==> images/m1.png <==
Scale: 3 px per um. Supply wires on this layer in gray.
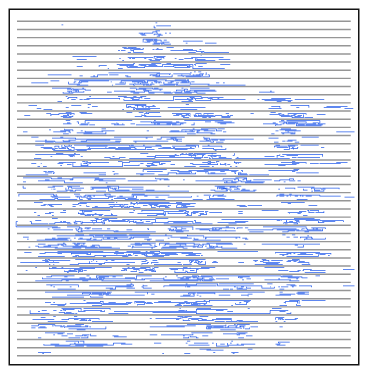
==> images/m4.png <==
Scale: 3 px per um. Supply wires on this layer in gray.
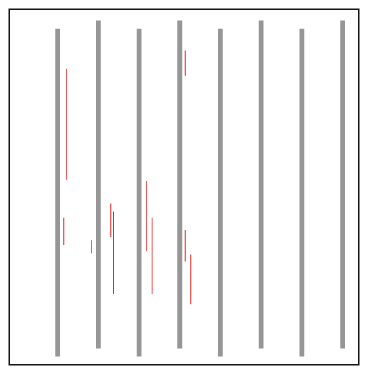
==> images/m2.png <==
Scale: 2 px per um. Cells faint in the background.
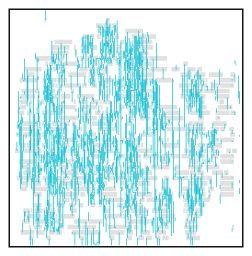
==> images/m3.png <==
Scale: 3 px per um.
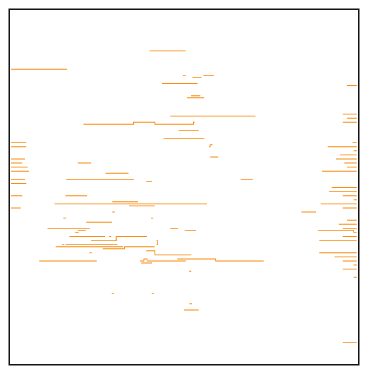
==> images/placed.png <==
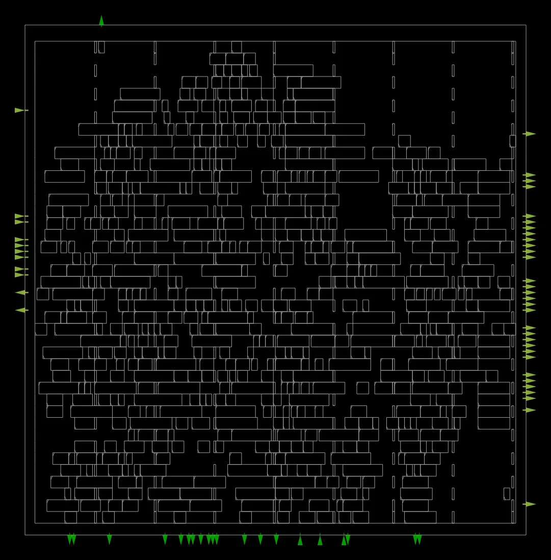
<file path="src/rtl/div_pkg.sv">
// Shared types and sizing for the sequential signed divider.
package div_pkg;

    localparam int DIV_WIDTH = 8;

    typedef enum logic [2:0] {
        IDLE = 3'd0,
        LOAD = 3'd1,
        ITER = 3'd2,
        FIX  = 3'd3,
        DONE = 3'd4
    } div_state_t;

endpackage

</file>
<file path="src/rtl/HexDriver.sv">
// Active-low seven-segment decoder for one hex digit; bit 7 is the unused decimal point.
module HexDriver (
    input  logic [3:0] nibble,
    output logic [7:0] segments
);

    // segment lookup
    always_comb begin
        segments = 8'hFF;
        case (nibble)
            4'h0:    segments = 8'hC0;
            4'h1:    segments = 8'hF9;
            4'h2:    segments = 8'hA4;
            4'h3:    segments = 8'hB0;
            4'h4:    segments = 8'h99;
            4'h5:    segments = 8'h92;
            4'h6:    segments = 8'h82;
            4'h7:    segments = 8'hF8;
            4'h8:    segments = 8'h80;
            4'h9:    segments = 8'h90;
            4'hA:    segments = 8'h88;
            4'hB:    segments = 8'h83;
            4'hC:    segments = 8'hC6;
            4'hD:    segments = 8'hA1;
            4'hE:    segments = 8'h86;
            4'hF:    segments = 8'h8E;
            default: segments = 8'hFF;
        endcase
    end

endmodule

</file>
<file path="src/rtl/divider_control.sv">
// Sequencing FSM and iteration counter for the divider datapath.
module divider_control
    import div_pkg::*;
#(
    parameter int WIDTH = DIV_WIDTH
) (
    input  logic Clk,
    input  logic Reset,
    input  logic Run,
    input  logic Reset_Load_Clear,
    input  logic div_zero,
    input  logic div_ovf,
    output logic load_dividend,
    output logic latch_divisor,
    output logic start_en,
    output logic iter_en,
    output logic fix_en,
    output logic Done
);

    localparam int CW = $clog2(WIDTH);
    localparam logic [CW-1:0] LAST = CW'(WIDTH - 1);

    div_state_t state, state_n;
    logic [CW-1:0] cnt;

    always_ff @(posedge Clk or posedge Reset) begin
        if (Reset) begin
            state <= IDLE;
        end else begin
            state <= state_n;
        end
    end

    always_comb begin
        state_n       = state;
        load_dividend = 1'b0;
        latch_divisor = 1'b0;
        start_en      = 1'b0;
        iter_en       = 1'b0;
        fix_en        = 1'b0;
        case (state)
            IDLE: begin
                if (Reset_Load_Clear) begin
                    load_dividend = 1'b1;
                end else if (Run) begin
                    latch_divisor = 1'b1;
                    state_n       = LOAD;
                end else begin
                    state_n = IDLE;
                end
            end
            LOAD: begin
                start_en = 1'b1;
                // exceptions bypass the iterations entirely
                if (div_zero || div_ovf) begin
                    state_n = DONE;
                end else begin
                    state_n = ITER;
                end
            end
            ITER: begin
                iter_en = 1'b1;
                if (cnt == LAST) begin
                    state_n = FIX;
                end else begin
                    state_n = ITER;
                end
            end
            FIX: begin
                fix_en  = 1'b1;
                state_n = DONE;
            end
            DONE: begin
                if (!Run) begin
                    state_n = IDLE;
                end else begin
                    state_n = DONE;
                end
            end
            default: state_n = IDLE;
        endcase
    end

    always_ff @(posedge Clk or posedge Reset) begin
        if (Reset) begin
            cnt <= {CW{1'b0}};
        end else if (start_en) begin
            cnt <= {CW{1'b0}};
        end else if (iter_en) begin
            cnt <= cnt + {{(CW-1){1'b0}}, 1'b1};
        end else begin
            cnt <= cnt;
        end
    end

    // Done is set one clock into DONE and survives the return to IDLE
    always_ff @(posedge Clk or posedge Reset) begin
        if (Reset) begin
            Done <= 1'b0;
        end else if (state == DONE) begin
            Done <= 1'b1;
        end else if (start_en || load_dividend) begin
            Done <= 1'b0;
        end else begin
            Done <= Done;
        end
    end

endmodule

</file>
<file path="src/rtl/divider.sv">
// Signed restoring divider: magnitudes iterated radix-2, then sign fix-up (truncate toward zero).
module divider
    import div_pkg::*;
#(
    parameter int WIDTH = DIV_WIDTH
) (
    input  logic             Clk,
    input  logic             Reset,
    input  logic             Run,
    input  logic             Reset_Load_Clear,
    input  logic [WIDTH-1:0] SW,
    output logic [WIDTH-1:0] Qval,
    output logic [WIDTH-1:0] Rval,
    output logic             Done,
    output logic             DivByZero,
    output logic             Overflow,
    output logic [7:0]       HEX0,
    output logic [7:0]       HEX1,
    output logic [7:0]       HEX2,
    output logic [7:0]       HEX3
);

    logic load_dividend, latch_divisor, start_en, iter_en, fix_en;
    logic div_zero, div_ovf;

    logic [WIDTH-1:0] m_reg, q_work;
    logic [WIDTH:0]   r_work, m_mag;
    logic             sign_q, sign_r;

    logic [WIDTH-1:0] q_abs, m_abs;
    logic [WIDTH:0]   shifted, trial;

    divider_control #(.WIDTH(WIDTH)) u_control (
        .Clk              (Clk),
        .Reset            (Reset),
        .Run              (Run),
        .Reset_Load_Clear (Reset_Load_Clear),
        .div_zero         (div_zero),
        .div_ovf          (div_ovf),
        .load_dividend    (load_dividend),
        .latch_divisor    (latch_divisor),
        .start_en         (start_en),
        .iter_en          (iter_en),
        .fix_en           (fix_en),
        .Done             (Done)
    );

    // an unsigned WIDTH-bit magnitude still holds |most-negative|
    assign q_abs    = Qval[WIDTH-1]  ? (~Qval + {{(WIDTH-1){1'b0}}, 1'b1})  : Qval;
    assign m_abs    = m_reg[WIDTH-1] ? (~m_reg + {{(WIDTH-1){1'b0}}, 1'b1}) : m_reg;
    assign div_zero = (m_reg == {WIDTH{1'b0}});
    assign div_ovf  = (Qval == {1'b1, {(WIDTH-1){1'b0}}}) && (m_reg == {WIDTH{1'b1}});
    assign shifted  = {r_work[WIDTH-1:0], q_work[WIDTH-1]};
    assign trial    = shifted - m_mag;

    always_ff @(posedge Clk or posedge Reset) begin
        if (Reset) begin
            Qval      <= {WIDTH{1'b0}};
            Rval      <= {WIDTH{1'b0}};
            DivByZero <= 1'b0;
            Overflow  <= 1'b0;
            m_reg     <= {WIDTH{1'b0}};
            q_work    <= {WIDTH{1'b0}};
            r_work    <= {(WIDTH+1){1'b0}};
            m_mag     <= {(WIDTH+1){1'b0}};
            sign_q    <= 1'b0;
            sign_r    <= 1'b0;
        end else if (load_dividend) begin
            Qval      <= SW;
            Rval      <= {WIDTH{1'b0}};
            DivByZero <= 1'b0;
            Overflow  <= 1'b0;
        end else if (latch_divisor) begin
            m_reg <= SW;
        end else if (start_en) begin
            sign_q    <= Qval[WIDTH-1] ^ m_reg[WIDTH-1];
            sign_r    <= Qval[WIDTH-1];
            q_work    <= q_abs;
            m_mag     <= {1'b0, m_abs};
            r_work    <= {(WIDTH+1){1'b0}};
            DivByZero <= div_zero;
            Overflow  <= div_ovf && !div_zero;
            if (div_zero) begin
                Qval <= {WIDTH{1'b1}};
                Rval <= Qval;
            end else if (div_ovf) begin
                Rval <= {WIDTH{1'b0}};
            end else begin
                Rval <= Rval;
            end
        end else if (iter_en) begin
            // restore by simply not committing a negative trial
            if (!trial[WIDTH]) begin
                r_work <= trial;
                q_work <= {q_work[WIDTH-2:0], 1'b1};
            end else begin
                r_work <= shifted;
                q_work <= {q_work[WIDTH-2:0], 1'b0};
            end
        end else if (fix_en) begin
            Qval <= sign_q ? (~q_work + {{(WIDTH-1){1'b0}}, 1'b1}) : q_work;
            Rval <= sign_r ? (~r_work[WIDTH-1:0] + {{(WIDTH-1){1'b0}}, 1'b1})
                           : r_work[WIDTH-1:0];
        end else begin
            Qval <= Qval;
        end
    end

    HexDriver u_hex0 (.nibble(Qval[3:0]), .segments(HEX0));
    HexDriver u_hex1 (.nibble(Qval[7:4]), .segments(HEX1));
    HexDriver u_hex2 (.nibble(Rval[3:0]), .segments(HEX2));
    HexDriver u_hex3 (.nibble(Rval[7:4]), .segments(HEX3));

endmodule

</file>
<file path="config.mk">
export PLATFORM = sky130hd
export DESIGN_NAME = divider
export DESIGN_NICKNAME = d
export VERILOG_FILES = /design/src/rtl/div_pkg.sv /design/src/rtl/HexDriver.sv /design/src/rtl/divider_control.sv /design/src/rtl/divider.sv
export SDC_FILE = /design/constraint.sdc
export NUM_CORES = 1
export LEC_CHECK = 0
export CAP_MARGIN = 20
export CORE_AREA = 2 2 114 116
export CTS_CLUSTER_DIAMETER = 150
export CTS_CLUSTER_SIZE = 30
export DETAILED_ROUTE_END_ITERATION = 16
export DIE_AREA = 0 0 116 118
export GPL_ROUTABILITY_DRIVEN = 0
export SLEW_MARGIN = 20
export SYNTH_ARGS = -nofsm -noshare
export SYNTH_HDL_FRONTEND = slang
export SYNTH_HIERARCHICAL = 1
export SYNTH_SLANG_ARGS = --single-unit
</file>
<file path="constraint.sdc">
create_clock -name Clk -period 2.6 [get_ports Clk]
set_input_delay 0.52 -clock Clk [delete_from_list [all_inputs] [get_ports Clk]]
set_output_delay 0.52 -clock Clk [all_outputs]
set_load 0.1 [all_outputs]
</file>
==> flow_metrics.tcl <==
# metrics dict for downstream scripts
set metrics [dict create \
    status "finished clean" \
    n_antenna_cell 0 \
    lay_top_count "nand2_1" \
    drt_wl_total_um 12700 \
    critPathKind "flop to output pin" \
    avgSynthCellArea_sq_um 8.98 \
    crit_buf_inv 2 \
    dp.cells 777 \
    detailedPlacementHpwl_um 9690 \
    rsz0062_at_grt "no" \
    grt_pass1_vias 4172 \
    synth_cell_type_count 74 \
    die_area_sq_um 13700 \
    cts_max_path_buffers 2 \
    async_flop_share 1.00 \
    drt_iter0_drc 308 \
    skew_ns 0.00813 \
    crit_start "Rval[5]" \
    ys_sh_xor 0.0458 \
    gr-usage-met1 0.258 \
    slew_headroom 0.617 \
    logic_family "AND-OR/OR-AND gates" \
    crit_fanout 6 \
    clkLatencyLatePin_ns 0.33 \
    ios 63 \
    edf_count 0 \
    top_layer "met4" \
    final_cells 796 \
    vias 4374 \
    die_height_um 118 \
    yosys-stat-cells 553 \
    grt_use_met3 0.0381 \
    critPathCapture "HEX3[0]" \
    busiest_layer "met2" \
    coreArea_sq_um 12400 \
    synth-simple-area-share 0.166 \
    warnings 52 \
    ys_area_sq_um 4970 \
    antenna_found_initial 0 \
    dpl_cell_area_sq_um 6160 \
    met2_length_um 6210 \
    final_area_sq_um 6570 \
    setup_violations 0 \
    rr_endpoint "r_work[5]" \
    synth_area_sq_um 4970 \
    crit_family "simple AND/OR/NAND/NOR gates" \
    cts.hold.buffers_added 0 \
    worstMarginPinSlew_ns 0.573 \
    gr-total-overflow 0 \
    hold_viol 0 \
    mostFrequentLayoutCells "nand2_1 (56), buf_4 (50), dfrtp_1 (46)" \
    clock_sinks 59 \
    postSynthCellCount 553 \
    cts_made_buffers 9 \
    drive_gt1_frac 0.272 \
    synth_adder_area_share 0.112 \
    ctsRootBufferMaster "clkbuf_16" \
    ys_sh_mux 0.0891 \
    wl_met3_um 691 \
    ys_seq_frac 0.297 \
    worstHoldPathType "primary input to async pin" \
    ys.flops 59 \
    die_width_um 116 \
    postRouteAntennaNets 0 \
    r2r_slack_ns 0.21 \
    wl_met1_um 5650 \
    fin_nets 675 \
    drv_cap 0 \
    yosys_warnings 6 \
    whs_ns 0.498 \
    reg2reg_from "q_work[7]" \
    vias_per_cell 5.49 \
    wl_per_cell_um 16.0 \
    grt_pass1_wl_um 21000 \
    slowest_stage "dfrtp_2" \
    fp_util 0.400 \
    worst-path-stages 6 \
    fmax_mhz 398 \
    finalMaxSlewViolations 0 \
    required_ns 2.08 \
    reg2regPathDepth 8 \
    cts.clk_slew.worst_paths_ns 0.06 \
    cts_tree "built" \
    drt_first_pass_iters 5 \
    fin_crit_sh 0.966 \
    synthFlopType "dfrtp_1" \
    drc 0 \
    slowest_delay_ns 0.45 \
    period_needed_ns 2.51 \
    fp_nets 609 \
    grt_max_degree 35 \
    fillers 1159 \
    numPortBuffers 58 \
    endpoint_kind "output pin" \
    grt_usage 0.193 \
    tns_ns 0 \
    dp_slack_ns 0.0107 \
    cp_data_arrival_time_ns 1.99 \
    startpoint_type "flop" \
    path_cells "inv_2, ha_1, and2b_2, or3b_4, o21ai_4, buf_12" \
]
About m1.png:
The layer holds 44% of the routed length. The wires run mostly horizontal. The layer carries 5,650 um of wire. 566 nets have wire on it.

About m4.png:
7 nets have wire on it. The wires run mostly vertical. The longest straight run is 36.7 um.

About m2.png:
The layer holds 49% of the routed length. The longest straight run is 48.3 um.

About m3.png:
The wires run mostly horizontal. 76 nets have wire on it.

About placed.png:
row count: 41
share of the core filled with cells: 0.529

-- cell type report --
cell class | instances | area, sq um | area share
Timing Repair Buffer | 90 | 1070 | 0.162
Inverter | 43 | 161 | 0.0246
Multi-Input combinational cell | 416 | 3270 | 0.498
Clock inverter | 4 | 95.1 | 0.0145
Tap cell | 172 | 215 | 0.0328
Clock buffer | 12 | 267 | 0.0406
Sequential cell | 59 | 1490 | 0.227
-- worst reg2reg max path, stage by stage (launching register included) --
cell and delay, ns:
dfrtp_1 0.37, inv_1 0.08, ha_1 0.22, fa_1 0.39, nand2b_1 0.19, a211oi_2 0.26, o21ai_1 0.12, or2_4 0.28
a311o_1 0.36
-- what timing repair did --
| action | 4_1_cts | 5_1_grt |
|---|---|---|
| pin swaps | 0 | 1 |
| hold endpoints to repair | 0 | 0 |
| gates resized | 1 | 8 |
| endpoints found under the setup margin | 1 | 8 |
| setup buffers | 0 | 3 |
-- synthesized netlist by cell type (all sizes together) (4+ instances only) --
cell | count | area share
xnor2 | 18 | 0.032
conb | 4 | 0.0030
nand2b | 16 | 0.020
ha | 43 | 0.11
or3 | 4 | 0.0050
mux2i | 21 | 0.042
inv | 43 | 0.032
a32o | 4 | 0.0081
o211ai | 8 | 0.012
o31ai | 10 | 0.015
xor2 | 8 | 0.014
a211oi | 7 | 0.013
a22o | 8 | 0.014
buf | 21 | 0.031
nand3 | 4 | 0.0040
mux2 | 11 | 0.026
nor3b | 5 | 0.0076
a21oi | 15 | 0.016
mux4 | 4 | 0.021
nand2 | 56 | 0.042
nor2 | 36 | 0.027
nor4 | 6 | 0.011
dfrtp | 59 | 0.30
clkbuf | 14 | 0.011
o21ai | 39 | 0.041
o22ai | 10 | 0.013
a21o | 8 | 0.012
or3b | 6 | 0.011
o311ai | 8 | 0.014
